**Zoomed window**

The bar under the picture is 10 um long. Region (39, 39) to (69, 69) um. Cells in grey, sequential cells in the stronger grey; small squares are vias.
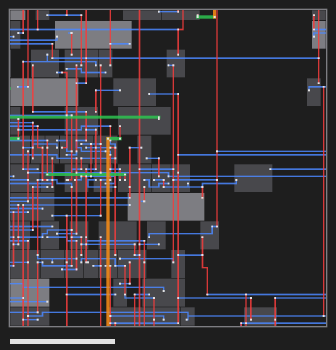
**Clock routing**

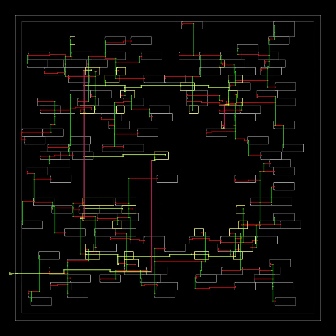
**M4 wires**

Supply wires on this layer in grey.
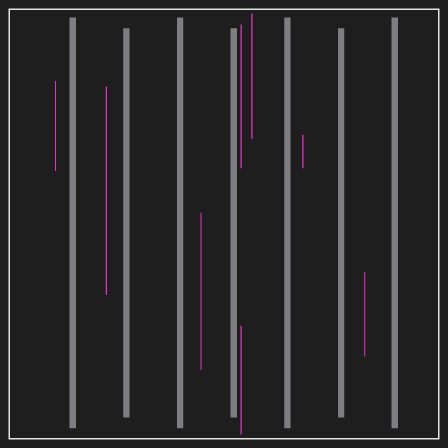
**Signal wires on met1**

Supply wires on this layer in grey.
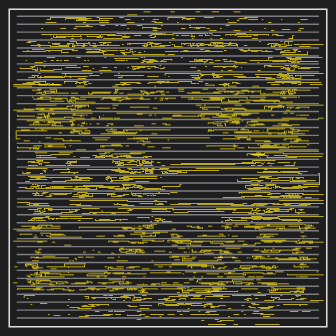
`config.mk`:
```
export PLATFORM = sky130hd
export DESIGN_NAME = mem_port_arbiter
export DESIGN_NICKNAME = d
export VERILOG_FILES = /design/src/rtl/mem_arb_pkg.sv /design/src/rtl/mem_arb_pick.sv /design/src/rtl/mem_port_arbiter.sv
export SDC_FILE = /design/constraint.sdc
export NUM_CORES = 1
export LEC_CHECK = 0
export CAP_MARGIN = 10
export CORE_MARGIN = 2
export CORE_UTILIZATION = 42
export CTS_BUF_LIST = sky130_fd_sc_hd__clkbuf_4 sky130_fd_sc_hd__clkbuf_8
export CTS_CLUSTER_DIAMETER = 50
export DETAILED_ROUTE_END_ITERATION = 8
export GPL_TIMING_DRIVEN = 0
export PLACE_DENSITY = 0.84
export SYNTH_ARGS = -nofsm -noshare
export SYNTH_HDL_FRONTEND = slang
export SYNTH_SLANG_ARGS = --single-unit
```
`constraint.sdc`:
```
create_clock -name clk -period 5.1 [get_ports clk]
set_input_delay 0.51 -clock clk [delete_from_list [all_inputs] [get_ports clk]]
set_output_delay 0.51 -clock clk [all_outputs]
set_load 0.03 [all_outputs]
```
`src/rtl/mem_arb_pkg.sv`:
```
// Shared types and defaults for the data-memory port arbiter.
package mem_arb_pkg;

  localparam int ADDR_W_DEF       = 32;
  localparam int DATA_W_DEF       = 32;
  localparam int TAG_W_DEF        = 6;
  localparam int STARVE_LIMIT_DEF = 4;
  localparam int ALIGN_MAX_W      = 64;

  typedef enum logic [1:0] {
    IDLE    = 2'd0,
    ST_REQ  = 2'd1,
    LD_REQ  = 2'd2,
    LD_WAIT = 2'd3
  } arb_state_e;

  // Operates on a wide container so any address width up to 64 can be cast in and out.
  function automatic logic [ALIGN_MAX_W-1:0] word_align(input logic [ALIGN_MAX_W-1:0] a);
    return {a[ALIGN_MAX_W-1:2], 2'b00};
  endfunction

endpackage

```
`src/rtl/mem_arb_pick.sv`:
```
// Load/store priority select with a saturating store-starvation counter.
// Readies are combinational from valids and idle; the counter updates on accept strobes.
module mem_arb_pick
  import mem_arb_pkg::*;
#(
  parameter int STARVE_LIMIT = STARVE_LIMIT_DEF
) (
  input  logic clk,
  input  logic rst,
  input  logic ld_valid,
  input  logic st_valid,
  input  logic st_urgent,
  input  logic flush,
  input  logic idle,
  input  logic ld_acc,
  input  logic st_acc,
  output logic ld_ready,
  output logic st_ready
);

  localparam int CNT_W = $clog2(STARVE_LIMIT + 1);
  localparam logic [CNT_W-1:0] LIMIT_C = CNT_W'(STARVE_LIMIT);

  logic [CNT_W-1:0] starve_q, starve_d;
  logic             st_prio;
  logic             st_sel;
  logic             ld_sel;

  assign st_prio = st_urgent || (starve_q == LIMIT_C);
  assign st_sel  = st_valid && (st_prio || !ld_valid);
  assign ld_sel  = ld_valid && !(st_valid && st_prio);

  // A selected load is still refused during flush; the store does not take its slot.
  assign st_ready = idle && st_sel;
  assign ld_ready = idle && ld_sel && !flush;

  always_comb begin
    starve_d = starve_q;
    if (st_acc) begin
      starve_d = '0;
    end else if (ld_acc && st_valid && (starve_q != LIMIT_C)) begin
      starve_d = starve_q + 1'b1;
    end
  end

  always_ff @(posedge clk) begin
    if (rst) begin
      starve_q <= '0;
    end else begin
      starve_q <= starve_d;
    end
  end

endmodule

```
`src/rtl/mem_port_arbiter.sv`:
```
// Single data-memory port shared by EX loads and committed stores; request/grant/response sequencing.
// Store accept->st_done >= 2 cycles, load accept->ld_done_valid >= 3; requesters stall (ready=0) while busy.
module mem_port_arbiter
  import mem_arb_pkg::*;
#(
  parameter int ADDR_W       = ADDR_W_DEF,
  parameter int DATA_W       = DATA_W_DEF,
  parameter int TAG_W        = TAG_W_DEF,
  parameter int STARVE_LIMIT = STARVE_LIMIT_DEF
) (
  input  logic                clk,
  input  logic                rst,
  input  logic                flush,
  input  logic                ld_valid,
  output logic                ld_ready,
  input  logic [ADDR_W-1:0]   ld_addr,
  input  logic [TAG_W-1:0]    ld_tag,
  input  logic                st_valid,
  output logic                st_ready,
  input  logic                st_urgent,
  input  logic [ADDR_W-1:0]   st_addr,
  input  logic [DATA_W-1:0]   st_data,
  input  logic [DATA_W/8-1:0] st_be,
  output logic                mem_req,
  output logic                mem_we,
  output logic [ADDR_W-1:0]   mem_addr,
  output logic [DATA_W-1:0]   mem_wdata,
  output logic [DATA_W/8-1:0] mem_be,
  input  logic                mem_gnt,
  input  logic                mem_rvalid,
  input  logic [DATA_W-1:0]   mem_rdata,
  output logic                ld_done_valid,
  output logic [TAG_W-1:0]    ld_done_tag,
  output logic [DATA_W-1:0]   ld_done_data,
  output logic                st_done,
  output logic                busy
);

  localparam int BE_W = DATA_W / 8;

  arb_state_e        state_q;
  logic              mem_req_q;
  logic              mem_we_q;
  logic [ADDR_W-1:0] addr_q;
  logic [DATA_W-1:0] wdata_q;
  logic [BE_W-1:0]   be_q;
  logic [TAG_W-1:0]  tag_q;
  logic              kill_q;
  logic              ld_done_vld_q;
  logic [TAG_W-1:0]  ld_done_tag_q;
  logic [DATA_W-1:0] ld_done_dat_q;
  logic              st_done_q;

  logic idle;
  logic ld_acc;
  logic st_acc;

  assign idle   = (state_q == IDLE);
  assign ld_acc = ld_valid && ld_ready;
  assign st_acc = st_valid && st_ready;

  mem_arb_pick #(
    .STARVE_LIMIT(STARVE_LIMIT)
  ) u_pick (
    .clk      (clk),
    .rst      (rst),
    .ld_valid (ld_valid),
    .st_valid (st_valid),
    .st_urgent(st_urgent),
    .flush    (flush),
    .idle     (idle),
    .ld_acc   (ld_acc),
    .st_acc   (st_acc),
    .ld_ready (ld_ready),
    .st_ready (st_ready)
  );

  always_ff @(posedge clk) begin
    if (rst) begin
      state_q       <= IDLE;
      mem_req_q     <= 1'b0;
      mem_we_q      <= 1'b0;
      addr_q        <= '0;
      wdata_q       <= '0;
      be_q          <= '0;
      tag_q         <= '0;
      kill_q        <= 1'b0;
      ld_done_vld_q <= 1'b0;
      ld_done_tag_q <= '0;
      ld_done_dat_q <= '0;
      st_done_q     <= 1'b0;
    end else begin
      ld_done_vld_q <= 1'b0;
      st_done_q     <= 1'b0;
      case (state_q)
        IDLE: begin
          kill_q <= 1'b0;
          if (st_acc) begin
            addr_q    <= ADDR_W'(word_align(ALIGN_MAX_W'(st_addr)));
            wdata_q   <= st_data;
            be_q      <= st_be;
            mem_req_q <= 1'b1;
            mem_we_q  <= 1'b1;
            state_q   <= ST_REQ;
          end else if (ld_acc) begin
            addr_q    <= ADDR_W'(word_align(ALIGN_MAX_W'(ld_addr)));
            be_q      <= '1;
            tag_q     <= ld_tag;
            mem_req_q <= 1'b1;
            mem_we_q  <= 1'b0;
            state_q   <= LD_REQ;
          end
        end
        ST_REQ: begin
          if (mem_gnt) begin
            mem_req_q <= 1'b0;
            mem_we_q  <= 1'b0;
            st_done_q <= 1'b1;
            state_q   <= IDLE;
          end
        end
        LD_REQ: begin
          // The request stays up through a flush; the kill flag discards the result instead.
          if (flush) begin
            kill_q <= 1'b1;
          end
          if (mem_gnt) begin
            mem_req_q <= 1'b0;
            state_q   <= LD_WAIT;
          end
        end
        LD_WAIT: begin
          if (mem_rvalid) begin
            ld_done_vld_q <= !(kill_q || flush);
            ld_done_tag_q <= tag_q;
            ld_done_dat_q <= mem_rdata;
            kill_q        <= 1'b0;
            state_q       <= IDLE;
          end else if (flush) begin
            kill_q <= 1'b1;
          end
        end
        default: state_q <= IDLE;
      endcase
    end
  end

  assign mem_req       = mem_req_q;
  assign mem_we        = mem_we_q;
  assign mem_addr      = addr_q;
  assign mem_wdata     = wdata_q;
  assign mem_be        = be_q;
  assign ld_done_valid = ld_done_vld_q;
  assign ld_done_tag   = ld_done_tag_q;
  assign ld_done_data  = ld_done_dat_q;
  assign st_done       = st_done_q;
  assign busy          = (state_q != IDLE);

endmodule

```
==> results.yml <==
# physical design summary
run_status:
  status: "finished clean"
critical_path:
  start_kind: "flop"
  required_ns: 4.59
  cp_slowest_cell: "clkdlybuf4s50_1"
  r2r_end: "mem_addr[4]"
  cp_cell_sequence: "inv_1 > ha_1 > nand2_1 > a21o_1 > inv_2 > buf_2 > buf_2 > clkdlybuf4s50_1"
  crit_top_cell: "buf_2"
  max_stage_delay_ns: 0.71
  rrSetupSlack_ns: 2.88
  crit_fanout: 10
  cp.arrival_ns: 2.87
  r2r_start: "state_q[0]"
  crit_buf_inv: 5
  rr_worst_depth: 9
  crit_cells: 8
  cp-startpoint: "state_q[0]"
placed_design:
  io_buffers: 251
  dp_cells: 915
  placedInstanceArea_um2: 7253
clock_tree:
  cts_setup_buffers: 0
  cts_buffer_depth: 2
  cts_hold_buf: 0
  numCtsBuffers: 17
  h-tree-depth: 4
  cts_tree: "built"
  ctsResizeCount: 0
routing:
  drt_iter0_drc: 299
  wire_per_inst_um: 15.83
  via_per_inst: 5.036
  wl_um: 14990
  vias: 4769
timing:
  layout_setup_ws_ns: 1.721
  slew_headroom: 0.6425
  grt_setup_unrepaired: "false"
  fmax_mhz: 295.9
  worst_slew_pin_slew_ns: 0.5362
  finalCritPeriodShare: 0.6626
  hold_viol_final: 0
  holdWs_ns: 0.4377
  setup_tns_ns: 0
floorplan:
  core_area_um2: 10700
  rows: 38
  dieArea_um2: 11710
  ios: 259
  fp_util: 0.4264
  die_h_um: 108.2
global_route:
  grt-busiest-layer: "met2"
  met2_usage: 0.4605
  grt_overflow: 0
  grt_usage: 0.2537
  grt_util_met1: 0.2723
  antenna_found_initial: 0
  grt_pass1_vias: 4760
  grt_use_met3: 0.09464
  grt_pass1_wl_um: 23070
finish:
  final_area_um2: 7630
  fin_cells: 947
  final_cell_mix: "251 x clkdlybuf4s50_1, 145 x nand2_1, 120 x dfxtp_1, 72 x a21oi_1"
  lay_top_count: "clkdlybuf4s50_1"
  final_core_util: 0.7132
  nNetsFinal: 948
  antennaDiodeCount: 0
pwr:
  sequentialPowerShare: 0.379
  total_power_w: 0.003000
  cell_internal_pwr_w: 0.001922
  power.group.top: "sequential cells"
  p_comb_frac: 0.349
  ir_drop_v: 0.0002005
  p_seq_w: 0.00114
  p_clk_frac: 0.272
  p_leak_nw: 2.926
  swShare: 0.3592
synth:
  yosys.cell_types.count: 38
  top_cells_by_count: "145 x nand2_1, 120 x dfxtp_1, 72 x a21oi_1"
  numSynthFlops: 120
  synth.most_common_cell: "nand2_1"
  edf_count: 0
  synth_warnings: 0
  synthesis.area_um2: 4562
  yosysCellCount: 523
  top_area_cell: "dfxtp_1"
  synth_area_per_cell_um2: 8.723
  netlist_top_cells_area: "dfxtp_1 53%, nand2_1 12%, a21oi_1 7.9%"
  ys_seq_share: 0.5266
min_path:
  hold_class: "flop to flop"
  hold_path_startpoint: "kill_q"
  min_delay_worst_endpoint: "ld_done_valid"
run:
  cap_violations: 0
About 'zoomed window':
[metal 2] red
[metal 4] orange
[metal 3] green
[metal 1] blue
most frequent: nand2_1 (4), o21ai_0 (4), dfxtp_1 (4)
cells with their middle in the window: 48
sequential cells in the window: 4

About 'clock routing':
worst skew pair latency: 0.43 ns
number of clock buffers in the layout: 17
clk_skew: 0.006257 ns
Power Clock: 0.000816 W
clk sinks: 120

About 'M4 wires':
wire length on this layer: 238 um
share of all routed wire: 1.6%
nets with wire on the layer: 7

About 'signal wires on met1':
longest straight run: 35.9 um
share of all routed wire: 39%
wire length on this layer: 5850 um
main direction: horizontal

## logic make-up after synthesis
group	after synthesis	share of synthesized area
compound gates	115	0.1673
xor+xnor	2	0.003841
fa+ha+maj	8	0.02194
buf+inv	52	0.05430
flops	120	0.5266
mux	9	0.02002
other cells	1	0.0008220
simple gates	216	0.2052
## metal layers
| layer | share of wire | up-vias |
|---|---|---|
| li1 | - | 2326 |
| met1 | 0.39 | 2243 |
| met2 | 0.50 | 180 |
| met3 | 0.090 | 20 |
| met4 | 0.016 | 0 |
| met5 | 0 | - |
## area by class of cell
type	count	area, um^2
fill	820	3068
timing repair buffer	251	2512
sequential	120	2402
multi-input combinational	352	1916
clock buffer	17	234.0
buffer	42	210.2
tap	140	175.2
clock inverter	15	142.6
inverter	10	37.54
Power is estimated from default activity; no workload was simulated.
